Fig. 1: run 1, cells by drive strength
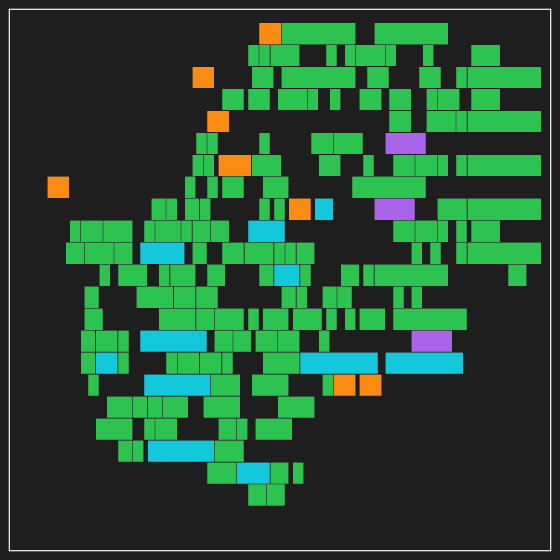
Fig. 2: run 1, wiring heat map
Scale bar: 20 um. The die is cut into 13 by 13 equal tiles; dark blue is low, red is high, scaled to the fullest tile. Values are wire area over tile area, all layers added.
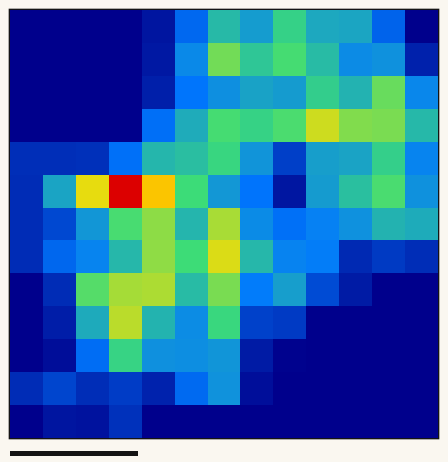
Fig. 3: run 1, cells colored by class
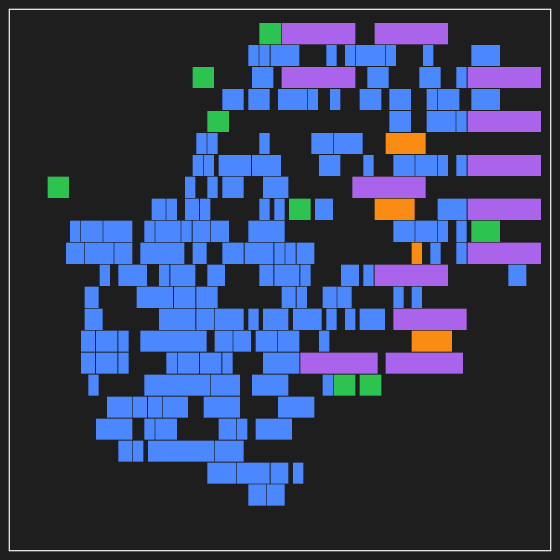
`src/rtl/mux_nx1_stream_if.sv`:
```
// Stream mux bus: N_CH valid/ready producer channels in, one registered channel out.
// master drives the producer/consumer side, slave is the mux itself.
interface mux_nx1_stream_if #(
  parameter int unsigned N_CH   = 4,
  parameter int unsigned DATA_W = 8
);
  localparam int unsigned SEL_W = $clog2(N_CH);

  logic                     mode;
  logic [SEL_W-1:0]         sel;
  logic [N_CH-1:0]          in_valid;
  logic [N_CH*DATA_W-1:0]   in_data;
  logic [N_CH-1:0]          in_ready;
  logic                     out_valid;
  logic [DATA_W-1:0]        out_data;
  logic [SEL_W-1:0]         out_ch;
  logic                     out_ready;

  modport master (
    output mode, sel, in_valid, in_data, out_ready,
    input  in_ready, out_valid, out_data, out_ch
  );

  modport slave (
    input  mode, sel, in_valid, in_data, out_ready,
    output in_ready, out_valid, out_data, out_ch
  );
endinterface

```
`src/rtl/mux_nx1_stream.sv`:
```
// Registered N-to-1 valid/ready stream mux with static-select or round-robin grant.
// One-entry output register; EMPTY/FULL FSM allows back-to-back pop+push without bubbles.
module mux_nx1_stream #(
  parameter int unsigned N_CH   = 4,
  parameter int unsigned DATA_W = 8
) (
  input  logic              clk,
  input  logic              rst_n,
  mux_nx1_stream_if.slave   bus
);
  localparam int unsigned SEL_W = $clog2(N_CH);
  localparam int unsigned IDX_W = SEL_W + 1;

  typedef enum logic {EMPTY = 1'b0, FULL = 1'b1} state_t;

  state_t              state;
  state_t              state_nxt;
  logic [SEL_W-1:0]    rr_ptr;
  logic [SEL_W-1:0]    out_ch_q;
  logic [DATA_W-1:0]   out_data_q;
  logic [N_CH-1:0]     grant;
  logic [SEL_W-1:0]    gnt_idx;
  logic [DATA_W-1:0]   gnt_data;
  logic                any_grant;
  logic [IDX_W-1:0]    idx_w;
  logic                load;
  logic                xfer;
  logic [N_CH-1:0]     in_ready_c;

  // Grant selection; the static path never matches an out-of-range sel
  always_comb begin
    grant     = '0;
    gnt_idx   = '0;
    any_grant = 1'b0;
    idx_w     = '0;
    if (!bus.mode) begin
      for (int unsigned i = 0; i < N_CH; i++) begin
        if (bus.sel == SEL_W'(i) && bus.in_valid[i]) begin
          grant[i]  = 1'b1;
          gnt_idx   = SEL_W'(i);
          any_grant = 1'b1;
        end
      end
    end else begin
      for (int unsigned k = 1; k <= N_CH; k++) begin
        idx_w = IDX_W'(rr_ptr) + IDX_W'(k);
        if (idx_w >= IDX_W'(N_CH)) idx_w = idx_w - IDX_W'(N_CH);
        if (!any_grant && bus.in_valid[idx_w[SEL_W-1:0]]) begin
          grant[idx_w[SEL_W-1:0]] = 1'b1;
          gnt_idx   = idx_w[SEL_W-1:0];
          any_grant = 1'b1;
        end
      end
    end
  end

  // Data of the granted channel
  always_comb begin
    gnt_data = '0;
    for (int unsigned i = 0; i < N_CH; i++) begin
      if (grant[i]) gnt_data = bus.in_data[i*DATA_W +: DATA_W];
    end
  end

  // State register
  always_ff @(posedge clk or negedge rst_n) begin
    if (!rst_n) state <= EMPTY;
    else        state <= state_nxt;
  end

  // Next-state logic
  always_comb begin
    state_nxt = state;
    case (state)
      EMPTY:   if (xfer) state_nxt = FULL;
      FULL:    if (bus.out_ready && !xfer) state_nxt = EMPTY;
      default: state_nxt = EMPTY;
    endcase
  end

  // FSM outputs; rst_n gates load so no producer sees ready while in reset
  always_comb begin
    load       = rst_n & ((state == EMPTY) | bus.out_ready);
    in_ready_c = load ? grant : '0;
    xfer       = load & any_grant;
  end

  always_ff @(posedge clk or negedge rst_n) begin
    if (!rst_n) begin
      out_data_q <= '0;
      out_ch_q   <= '0;
      rr_ptr     <= SEL_W'(N_CH - 1);
    end else if (xfer) begin
      out_data_q <= gnt_data;
      out_ch_q   <= gnt_idx;
      if (bus.mode) rr_ptr <= gnt_idx;
    end
  end

  assign bus.in_ready  = in_ready_c;
  assign bus.out_valid = (state == FULL);
  assign bus.out_data  = out_data_q;
  assign bus.out_ch    = out_ch_q;
endmodule
```
`src/flat_wrapper.sv`:
```
// flat-port wrapper written by rule: the top's interface ports become plain ports
module mux_nx1_stream_flat 
#(
  parameter int unsigned N_CH   = 4,
  parameter int unsigned DATA_W = 8
)
  (clk, rst_n, bus_mode, bus_sel, bus_in_valid, bus_in_data, bus_out_ready, bus_in_ready, bus_out_valid, bus_out_data, bus_out_ch);
  mux_nx1_stream_if #(.N_CH(N_CH), .DATA_W(DATA_W)) bus_i ();
  input  logic clk;
  input  logic rst_n;
  input wire logic [$bits(bus_i.mode)-1:0] bus_mode;
  input wire logic [$bits(bus_i.sel)-1:0] bus_sel;
  input wire logic [$bits(bus_i.in_valid)-1:0] bus_in_valid;
  input wire logic [$bits(bus_i.in_data)-1:0] bus_in_data;
  input wire logic [$bits(bus_i.out_ready)-1:0] bus_out_ready;
  output wire logic [$bits(bus_i.in_ready)-1:0] bus_in_ready;
  output wire logic [$bits(bus_i.out_valid)-1:0] bus_out_valid;
  output wire logic [$bits(bus_i.out_data)-1:0] bus_out_data;
  output wire logic [$bits(bus_i.out_ch)-1:0] bus_out_ch;
  assign bus_i.mode = bus_mode;
  assign bus_i.sel = bus_sel;
  assign bus_i.in_valid = bus_in_valid;
  assign bus_i.in_data = bus_in_data;
  assign bus_i.out_ready = bus_out_ready;
  assign bus_in_ready = bus_i.in_ready;
  assign bus_out_valid = bus_i.out_valid;
  assign bus_out_data = bus_i.out_data;
  assign bus_out_ch = bus_i.out_ch;
  mux_nx1_stream #(.N_CH(N_CH), .DATA_W(DATA_W)) u_core (.clk(clk), .rst_n(rst_n), .bus(bus_i));
endmodule
```
`config.mk`:
```
export PLATFORM = sky130hd
export DESIGN_NAME = mux_nx1_stream_flat
export DESIGN_NICKNAME = d
export VERILOG_FILES = /design/src/rtl/mux_nx1_stream_if.sv /design/src/rtl/mux_nx1_stream.sv /design/src/flat_wrapper.sv
export SDC_FILE = /design/constraint.sdc
export NUM_CORES = 1
export LEC_CHECK = 0
export CAP_MARGIN = 25
export CORE_UTILIZATION = 35
export DETAILED_ROUTE_END_ITERATION = 10
export DONT_BUFFER_PORTS = 1
export GPL_ROUTABILITY_DRIVEN = 1
export SYNTH_ARGS = -nofsm -noshare
export SYNTH_HDL_FRONTEND = slang
export SYNTH_SLANG_ARGS = --single-unit
```
`constraint.sdc`:
```
create_clock -name clk -period 3.5 [get_ports clk]
set_input_delay 0.35 -clock clk [delete_from_list [all_inputs] [get_ports clk]]
set_output_delay 0.35 -clock clk [all_outputs]
set_load 0.03 [all_outputs]
```
==> CHANGELOG.md, run 1 <==
### Implementation results

- Top-count cell post-synth: nand2_1
- Crit path launch: u_core.rr_ptr[0]
- Fill count: 418
- Crit path to: bus_in_ready[3]
- Combinational power: 685 uW
- Seq power: between 300 and 400 uW
- Final #Nets: 229
- Max stage delay on crit path: 0.53 ns
- PortBufs: 0
- Post-Syn Area per Cell: between 8 and 9 um^2
- FP Core Util: 0.365
- Simple-Gate Area Share: 0.236
- Clk Tree Root Cell: clkbuf_8
- CP Depth: 9
- Die H: between 60 and 70 um
- Top logic cells by instance count in the layout: 31 x nand2_1, 19 x o211ai_1, 18 x nor2_1
- CTS Hold Bufs: 1
- Place WS: between 0.5 and 0.6 ns
- CTS buffer count: 3
- Slowest-stage cell, CP: dfstp_2
- Overflow after GRT: 0
- Max Root-Sink Buffers: 2
- Setup TNS: 0 ns
- Final Max Tran Viols: 0
- Syn Nets: roughly 230
- Setup-failing EPs final: 0
- Unique masters post-synth: ~47
- Power share of the combinational group: 0.587
- Via count: 1386
- Count of library flops with an enable pin: 0
- WL met1: roughly 1700 um
- M1 GR Usage: 0.230
- Part of the power in registers: 0.298
- PnR worst setup slack: 0.405 ns
- R2R cell count: 9
- Routability Congestion: between 0.8 and 0.9
- CTS tree: yes
- Area growth from synthesis to layout: 5.10%
- Vias in the first global route: about 1300
- Compound Share, Synth: 0.298
- Mux share: 0.0944
- Antenna-violating nets left: 0
- Share of cells above drive strength 1: 0.124
- Worst hold start: bus_in_data[10]
- Htree depth: 1
- Total Routing Usage GR: 0.173
- Top Layer Used: met4
- Wire length of the first global-routing pass: 5910 um
- Top_reg_cell synth: dfrtp_1
- Die area: 4470 um^2
- Crit-path max FO: 9
- DRC: 0
- Sw Share: 0.497
- Final instance area: approximately 1500 um^2
- Psw: roughly 580 uW
- Initial antenna violation count: 0
- Power Total: around 1200 uW
- GRT busiest layer: met2
- Met3 wire length: 340 um
- Setup Crit Path Kind: register to output port
- Crit end category: output port
- Logic area: approximately 1000 um^2
- Post-Synthesis Cells: 180
- Clk Latency, worst-skew pair: 0.24 ns
- Met3 Resource Use GR: 0.0377
- Total core area: roughly 4000 um^2
- Placed inst area: roughly 1500 um^2
- Initial DRT Pass Iterations: 4
- Fin crit period: ~3.1 ns
- Leak Pwr: 0.000607 uW
- Crit path launch type: register
- Status: finished, final reports clean
- Hold path depth: 1
- Worst slew pin tran: roughly 0.7 ns
Notes on Fig. 1 above:
[green] drive 1 or less | cells: 156 | most used: nand2_1
[cyan] drive 2 | cells: 11 | most used: mux4_2
[orange] drive 3 to 4 | cells: 8 | most used: buf_4
[purple] drive 6 and up | cells: 3 | most used: clkbuf_8

Notes on Fig. 2 above:
nearly empty tiles: 27%
emptiest ninth of the die: lower right
mean over tiles: 0.14
tiles over half the peak: 14%
fullest tile: 0.60

Notes on Fig. 3 above:
[purple] flip-flops | cells: 13 | share of their area: 22%
[orange] clock drivers and dummy loads | cells: 4 | share of their area: 3.0%
[blue] all other logic | cells: 153 | share of their area: 71%
[green] other buffers and delay cells | cells: 8 | share of their area: 4.2%

[run 1: layout make-up]
class | instances | area share
Clock buffer | 4 | 0.0291
Tap cell | 50 | 0.0405
Sequential cell | 13 | 0.212
Timing Repair Buffer | 8 | 0.0405
Inverter | 6 | 0.0146
Multi-Input combinational cell | 147 | 0.663
[run 1: registers in the layout, indices dropped and copies added, names as in the netlist]
signal                flops
u_core.bus.out_data       8
u_core.bus.out_valid      1
u_core.rr_ptr             2
u_core.bus.out_ch         2
[run 1: metrics by stage]
step / hold slack [ns] / utilization
after global placement: 0.0548 / 0.370
final: 0.248 / 0.384
after global routing: 0.245 / 0.384
after detailed placement: 0.0548 / 0.370
after CTS: 0.248 / 0.384
after floorplan: 0.0544 / -
## Run 2: what changed since run 1
- CORE_MARGIN: unset -> 10
Fig. 4: run 2, cells colored by class
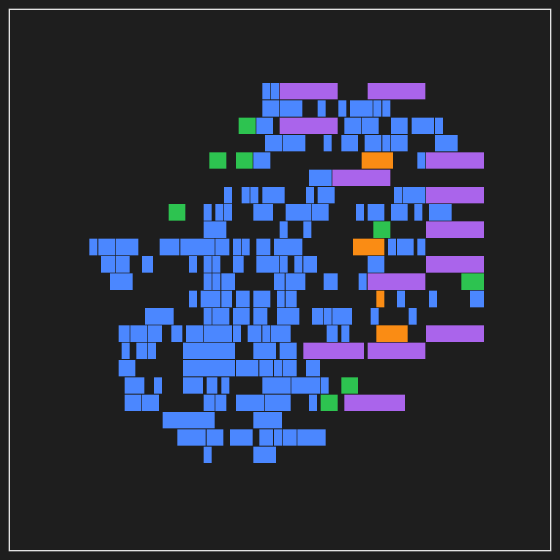
[purple] flip-flops | cells: 13 | share of their area: 22%
[green] other buffers and delay cells | cells: 8 | share of their area: 4.2%
[blue] all other logic | cells: 153 | share of their area: 71%
[orange] clock drivers and dummy loads | cells: 4 | share of their area: 3.0%

==> run 2 against run 1 <==
Net effect: count of clock-buffer cells in the layout unchanged; sequential share of layout area unchanged; routed wire length rose by 16%; design area stayed put.
==> CHANGELOG.md, run 2 <==
### Implementation results

- Largest class: logic gates
- Routability Congestion: 0.840 (-0.60%)
- Worst slew pin tran: 0.863 ns (+0.146 ns)
- Clk Tree Root Cell: clkbuf_8
- Share of cells above drive strength 1: 0.124 (unchanged)
- Met3 Resource Use GR: 0.0258 (-0.0119)
- Tapcell count: 50 (unchanged)
- Worst hold start: bus_in_data[8]
- Fin crit period: 3.09 ns (-0.00702 ns)
- CTS tree: yes
- Compound Share, Synth: 0.298 (unchanged)
- Final #Nets: 229 (unchanged)
- Place WS: 0.548 ns (+0.0195 ns)
- Max Root-Sink Buffers: 2 (unchanged)
- Mux share: 0.0944 (unchanged)
- Max stage delay on crit path: 0.53 ns (about the same)
- Unique masters post-synth: 47 (unchanged)
- Clk_buf instances: 4 (unchanged)
- Comb gates: 147 (unchanged)
- Area growth from synthesis to layout: 5.10% (unchanged)
- Count of library flops with an enable pin: 0 (unchanged)
- Status: finished, final reports clean
- Initial antenna violation count: 0 (unchanged)
- NonClk Buf Share: 0.0405 (unchanged)
- Top Layer Used: met4
- Top logic cells by instance count in the layout: 31 x nand2_1, 19 x o211ai_1, 18 x nor2_1
- Antenna-violating nets left: 0 (unchanged)
- Placed inst area: 1490 um^2 (unchanged)
- Crit path launch: u_core.rr_ptr[0]
- Met3 wire length: 296 um (-13%)
- Wire length of the first global-routing pass: 7180 um (+21%)
- Yosys Chip Area: about 1500 um^2
- Die H: 84.8 um (+27%)
- DRC: 0 (unchanged)
- Hold path depth: 1 (unchanged)
- Top-count cell post-synth: nand2_1
- Die area: 7200 um^2 (+61%)
- WL met1: 1970 um (+18%)
- Layout clock area frac: 0.0291 (unchanged)
- Sequential cell area share: 0.212 (unchanged)
- Setup Crit Path Kind: register to output port
- Final instance area: 1550 um^2 (unchanged)
- Via count: 1333 (-3.8%)
- Number of signal-net buffers in the layout: 8 (unchanged)
- Logic area: 1030 um^2 (unchanged)
- WHS: 0.253 ns (+0.00466 ns)
- Htree depth: 1 (unchanged)
- PortBufs: 0 (unchanged)
- Part of the power in registers: 0.301 (+0.003)
- Setup-failing EPs final: 0 (unchanged)
- M1 GR Usage: 0.146 (-0.0846)
- Total Routing Usage GR: 0.118 (-0.0555)
- Post-Synthesis Cells: 180 (unchanged)
- PnR worst setup slack: 0.412 ns (+0.00702 ns)
- Psw: 583 uW (+0.55%)
- Leak Pwr: 0.000607 uW (unchanged)
- Avg Vias per Cell: just under 6
- Setup TNS: 0 ns (unchanged)
- Top_reg_cell synth: dfrtp_1
- Comb/total area: 0.663 (unchanged)
- Commonest Layout Cell: nand2_1
- Power share of the combinational group: 0.587 (about the same)
- Initial DRT Pass Iterations: 4 (unchanged)
- Clk Latency, worst-skew pair: 0.24 ns (about the same)
- CTS buffer count: 3 (unchanged)
- Overflow after GRT: 0 (unchanged)
- Final Max Tran Viols: 0 (unchanged)
- Vias in the first global route: 1348 (+7.8%)
- Power Total: 1170 uW (+0.30%)
- Post-layout util: 0.384 (unchanged)
- Crit path launch type: register
- Xor/xnor share: 0
- Fill count: 429 (+2.6%)
- Crit-path max FO: 9 (unchanged)
- Slowest-stage cell, CP: dfstp_2
- Flop count: 13 (unchanged)
- R2R cell count: 9 (unchanged)
- Sw Share: 0.498 (+0.00126)
- Crit end category: output port
- Simple-Gate Area Share: 0.236 (unchanged)
- Inverters: 6 (unchanged)
- Total core area: 4030 um^2 (unchanged)
- Number of flip-flops in the largest register: 8 (unchanged)
- GRT busiest layer: met2
- Syn Nets: 230 (unchanged)
Fig. 5: run 2, cell area per tile
Scale bar: 20 um. The die is cut into 8 by 8 equal tiles; dark blue is low, red is high, 0 to 100% covered.
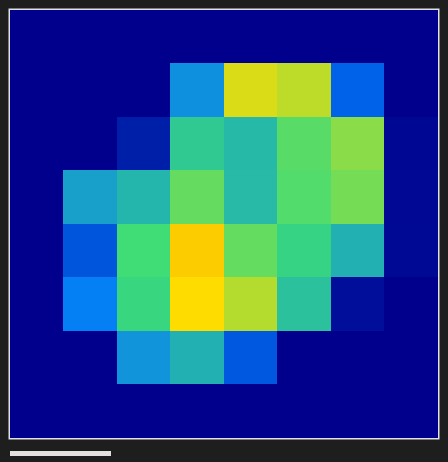
fullest tile: 77%
emptiest ninth of the die: upper left
nearly empty tiles: 53%
tiles over 75% full: 1.6%
mean over tiles: 21%

run 2: how the worst max path moves through the flow:
stage | end | depth (start not counted)
after global placement | u_core.bus.out_data[6] | 9
final | bus_in_ready[3] | 9
after CTS | bus_in_ready[3] | 9
after global routing | bus_in_ready[3] | 9
after detailed placement | u_core.bus.out_data[3] | 9
after floorplan | bus_in_ready[3] | 10
run 2: repair_timing:
item | 4_1_cts | 5_1_grt
gates resized | 0 | 0
hold buffers | 1 | 0
endpoints found under the hold margin | 13 | 0
run 2: power groups by stage:
stage / Clock [uW] / Combinational (uW) / Sequential (uW)
after floorplan: 0 / 577 / 351
after global placement: 0 / 679 / 353
after detailed placement: 0 / 680 / 357
after CTS: 136 / 686 / 355
after global routing: 141 / 767 / 360
final: 131 / 687 / 352
Power figures rest on the tool's default switching activity, not on a simulated workload.
